### config.mk
export PLATFORM = sky130hd
export DESIGN_NAME = bram_stream_reader
export DESIGN_NICKNAME = d
export VERILOG_FILES = /design/src/rtl/bram_rd_fifo2.sv /design/src/rtl/bram_stream_reader.sv
export SDC_FILE = /design/constraint.sdc
export NUM_CORES = 1
export LEC_CHECK = 0
export CAP_MARGIN = 10
export CORE_ASPECT_RATIO = 0.5
export CORE_MARGIN = 3
export CORE_UTILIZATION = 57
export CTS_BUF_LIST = sky130_fd_sc_hd__clkbuf_8
export DETAILED_ROUTE_END_ITERATION = 10
export PLACE_DENSITY = 0.95
export REMOVE_ABC_BUFFERS = 1
export SLEW_MARGIN = 20
export SYNTH_ARGS = -nofsm -noshare
export SYNTH_HDL_FRONTEND = slang
export SYNTH_SLANG_ARGS = --single-unit
export TNS_END_PERCENT = 1
### constraint.sdc
create_clock -name clk -period 4.5 [get_ports clk]
set_input_delay 0.675 -clock clk [delete_from_list [all_inputs] [get_ports clk]]
set_output_delay 0.675 -clock clk [all_outputs]
set_load 0.01 [all_outputs]
### src/rtl/bram_rd_fifo2.sv
// Two-entry in-order buffer of {last, data} words sitting behind the BRAM read port.
// Callers must not push when full or pop when empty.
module bram_rd_fifo2 #(
    parameter int word_size = 32
) (
    input  logic                 clk,
    input  logic                 rst_n,
    input  logic                 push,
    input  logic [word_size-1:0] push_data,
    input  logic                 push_last,
    input  logic                 pop,
    output logic [word_size-1:0] head_data,
    output logic                 head_last,
    output logic [1:0]           count
);

    logic [word_size:0] mem_q [2];
    logic               wr_ptr_q;
    logic               rd_ptr_q;
    logic [1:0]         count_q;

    always_ff @(posedge clk or negedge rst_n) begin
        if (!rst_n) begin
            mem_q[0] <= '0;
            mem_q[1] <= '0;
            wr_ptr_q <= 1'b0;
            rd_ptr_q <= 1'b0;
            count_q  <= 2'd0;
        end else begin
            if (push) begin
                mem_q[wr_ptr_q] <= {push_last, push_data};
                wr_ptr_q        <= ~wr_ptr_q;
            end
            if (pop) begin
                rd_ptr_q <= ~rd_ptr_q;
            end
            count_q <= count_q + {1'b0, push} - {1'b0, pop};
        end
    end

    // The last flag is masked when empty so a stale entry never shows a last.
    assign head_data = mem_q[rd_ptr_q][word_size-1:0];
    assign head_last = mem_q[rd_ptr_q][word_size] & (count_q != 2'd0);
    assign count     = count_q;

endmodule

### src/rtl/bram_stream_reader.sv
// Streams len consecutive BRAM words from base_addr as a valid/ready stream,
// hiding the 1-cycle read latency with a credit-limited 2-entry output buffer.
module bram_stream_reader #(
    parameter int word_size = 32,
    parameter int addr_size = 6
) (
    input  logic                 clk,
    input  logic                 rst_n,
    input  logic                 start,
    input  logic [addr_size-1:0] base_addr,
    input  logic [addr_size:0]   len,
    output logic                 busy,
    output logic                 done,
    output logic                 bram_en,
    output logic [addr_size-1:0] bram_r_addr,
    input  logic [word_size-1:0] bram_dout,
    output logic                 out_valid,
    input  logic                 out_ready,
    output logic [word_size-1:0] out_data,
    output logic                 out_last
);

    localparam logic [1:0] S_IDLE  = 2'd0;
    localparam logic [1:0] S_RUN   = 2'd1;
    localparam logic [1:0] S_DRAIN = 2'd2;

    localparam logic [addr_size-1:0] ADDR_ONE = 1;
    localparam logic [addr_size:0]   CNT_ONE  = 1;
    localparam logic [addr_size:0]   CNT_ZERO = 0;

    logic [1:0]           state_q, state_d;
    logic [addr_size-1:0] rd_addr_q, rd_addr_d;
    logic [addr_size:0]   rd_left_q, rd_left_d;
    logic [addr_size:0]   push_left_q, push_left_d;
    logic                 pending_q, pending_d;
    logic                 done_q, done_d;

    logic [1:0]           fifo_count;
    logic                 head_last;
    logic                 pop;
    logic                 push_last;
    logic [2:0]           occupancy;
    logic                 issue;

    assign out_valid = (fifo_count != 2'd0);
    assign pop       = out_valid & out_ready;
    assign push_last = (push_left_q == CNT_ONE);

    // Words already read but not yet consumed may never exceed the buffer depth.
    assign occupancy = {1'b0, fifo_count} + {2'b00, pending_q} - {2'b00, pop};
    assign issue     = (state_q == S_RUN) && (occupancy < 3'd2);

    always_comb begin
        state_d     = state_q;
        rd_addr_d   = rd_addr_q;
        rd_left_d   = rd_left_q;
        push_left_d = push_left_q;
        pending_d   = issue;
        done_d      = 1'b0;

        if (issue) begin
            rd_addr_d = rd_addr_q + ADDR_ONE;
            rd_left_d = rd_left_q - CNT_ONE;
        end
        if (pending_q) begin
            push_left_d = push_left_q - CNT_ONE;
        end

        case (state_q)
            S_IDLE: begin
                if (start) begin
                    if (len != CNT_ZERO) begin
                        state_d     = S_RUN;
                        rd_addr_d   = base_addr;
                        rd_left_d   = len;
                        push_left_d = len;
                    end else begin
                        done_d = 1'b1;
                    end
                end
            end
            S_RUN: begin
                if (issue && (rd_left_q == CNT_ONE)) begin
                    state_d = S_DRAIN;
                end
            end
            S_DRAIN: begin
                if (pop && head_last) begin
                    state_d = S_IDLE;
                    done_d  = 1'b1;
                end
            end
            default: state_d = S_IDLE;
        endcase
    end

    always_ff @(posedge clk or negedge rst_n) begin
        if (!rst_n) begin
            state_q     <= S_IDLE;
            rd_addr_q   <= '0;
            rd_left_q   <= '0;
            push_left_q <= '0;
            pending_q   <= 1'b0;
            done_q      <= 1'b0;
        end else begin
            state_q     <= state_d;
            rd_addr_q   <= rd_addr_d;
            rd_left_q   <= rd_left_d;
            push_left_q <= push_left_d;
            pending_q   <= pending_d;
            done_q      <= done_d;
        end
    end

    bram_rd_fifo2 #(
        .word_size(word_size)
    ) u_fifo (
        .clk       (clk),
        .rst_n     (rst_n),
        .push      (pending_q),
        .push_data (bram_dout),
        .push_last (push_last),
        .pop       (pop),
        .head_data (out_data),
        .head_last (head_last),
        .count     (fifo_count)
    );

    assign busy        = (state_q != S_IDLE);
    assign done        = done_q;
    assign bram_en     = issue;
    assign bram_r_addr = rd_addr_q;
    assign out_last    = head_last;

endmodule
**I/O nets highlighted**

The bar under the picture is 50 um long.
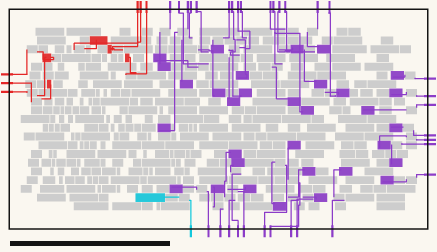
[cyan] done | direction: output | edge: south | end cells: 1 | buffers: 1 | wire: 13.7 um
[red] base_addr | direction: input | edge: 3 west, 3 north | end cells: 6 | buffers: 6 | wire: 157 um
[purple] out_data | direction: output | edge: 15 north, 10 south, 7 east | end cells: 32 | buffers: 32 | wire: 774 um

**PDN straps and rails**

The bar under the picture is 50 um long. Pins as bars on the die edge. Tap cells in grey.
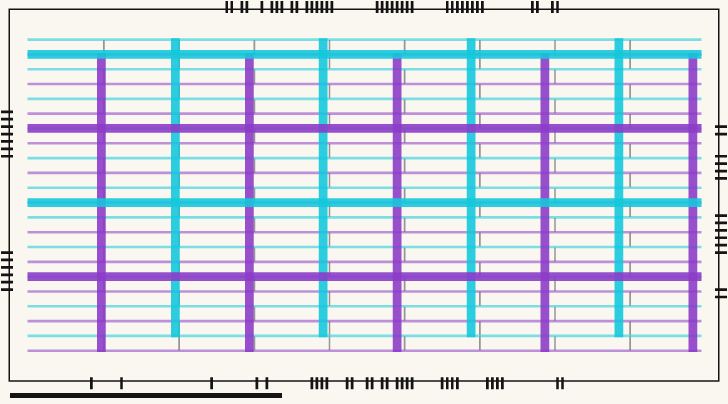
[purple] VSS
[cyan] VDD
rows: 21
tap cells: 92
met1 rails: 22
met4 straps: 9
signal pins: 92
Max VDD drop: 0.414 mV
core area: 0.00707 mm2
chip height: 68.0 um

==> impl_metrics.json <==
{
  "status": "finished clean",
  "grt_setup_unrepaired": "no",
  "synth.logic.top_family": "multiplexers",
  "ys_cells": 332,
  "powerSeq_uw": 1570,
  "post_cts_resized": 0,
  "syn_inst": 332,
  "cts_tree": "built",
  "fin_util_pct": 80.0,
  "edf_count": 0,
  "grt_max_degree": 66,
  "num-nonclk-buffers": 97,
  "layout.nets": 480,
  "powerClk_uw": 770,
  "cts_root_buf": "clkbuf_8",
  "avgRoutedWirePerCell_um": 17.7,
  "htree_levels": 3,
  "final.period_utilization_pct": 88.7,
  "ys_seq_share_pct": 53.7,
  "pwr-share-comb_pct": 48.1,
  "drtIter0Drc": 96,
  "regArea_mm2": 0.00235,
  "syn_to_final_growth_pct": 29.1,
  "nMultiInputCombCells": 210,
  "grt.overflow.total": 0,
  "worstPathCellList": "clkdlybuf4s50_1 > o21ai_0 > inv_1 > ha_1 > inv_1 > ha_1 > fa_1 > nor3b_1 > and2_1 > clkdlybuf4s50_1",
  "critPathLaunch": "out_ready",
  "chip_area_mm2": 0.00884,
  "clock_tree_area_fraction_pct": 5.04,
  "dp_cells": 504,
  "cp.required_ns": 3.83,
  "p_clk_share_pct": 17.1,
  "grt_pass1_vias": 3263,
  "regMostFlops": "u_fifo.mem_q",
  "dp_slack_ns": 0.542,
  "first_pass_iters": 4,
  "tightest_slew_ns": 1.00,
  "drt-total-wl_mm": 9.20,
  "holdWs_ns": 0.392,
  "fillers": 404,
  "antenna_found_initial": 0,
  "path_delay_family": "buffers and inverters",
  "fin_area_mm2": 0.00566,
  "clkSinkCount": 94,
  "cp_max_fo": 3,
  "worst-path-stages": 10,
  "comb_area_mm2": 0.00191,
  "top_layer_used": "met4",
  "drcViolationCount": 0,
  "clockBufferCount": 9,
  "num_vias": 2868,
  "fin_tns_setup_ns": 0,
  "ff_count": 94,
  "critPathKind": "in -> out",
  "wl_met3_um": 375,
  "top_cells_by_area": "dfrtp_1 (54%), mux2_2 (25%), xor2_1 (2.2%), ha_1 (2.0%), o21ai_2 (1.8%)",
  "post_synth_ao_oa_area_fraction_pct": 4.37,
  "placed_area_mm2": 0.00537,
  "switching_share_pct": 32.8,
  "switchingPower_uw": 1480,
  "drv_slew": 0,
  "p_leak_uw": 0.00236,
  "m1WireLength_mm": 3.74,
  "ys_sh_adder_pct": 2.46,
  "layout.non_clock_inverters": 11,
  "clock_path_buffers": 2,
  "top_cell": "mux2_2",
  "power_uw": 4510,
  "reg2reg_from": "u_fifo.count[1]$_DFF_PN0_",
  "end_kind": "output pin",
  "ctsHoldBuffers": 0,
  "fin_worst_skew_ns": 0.00637,
  "grtUsageMet1_pct": 25.6,
  "grt_pass1_wl_mm": 15.3,
  "ant_nets": 0,
  "grtUsageMet2_pct": 42.6,
  "io_pins": 92,
  "rows": 21,
  "simple_gate_share_pct": 6.88,
  "r2r_slack_ns": 1.57,
  "netlist_top_cells_count": "mux2_2 (96), dfrtp_1 (94), nand2_1 (20)",
  "comb_area_share_pct": 33.8,
  "insertion_delay_ns": 0.36,
  "largest_class": "flip-flops and latches",
  "top_usage_layer": "met2",
  "grt_usage_pct": 22.5,
  "wl_met2_mm": 4.91,
  "yosysWarnings": 0,
  "startpoint_type": "input pin",
  "top_area_cell": "dfrtp_1",
  "power_density_mw_per_mm2": 797,
  "async_flop_share_pct": 100,
  "vias_per_cell": 5.52,
  "syn_area_mm2": 0.00438,
  "sh_seq_area_pct": 41.6,
  "critPathArrivalTime_ns": 3.31,
  "mostFrequentLayoutCell": "mux2_2",
  "synth_flop_count": 94,
  "cts_made_buffers": 9,
  "routabilityCongestion": 0.820,
  "finalSetupViolations": 0,
  "use_met3_pct": 5.46,
  "comb_power_uw": 2170,
  "r2r-end": "state_q[1]$_DFFE_PN0P_",
  "mux_share_pct": 25.7,
  "fin_cells": 520,
  "port_buffers": 91
}
No activity file was given, so power comes from the tool's default toggle rates.
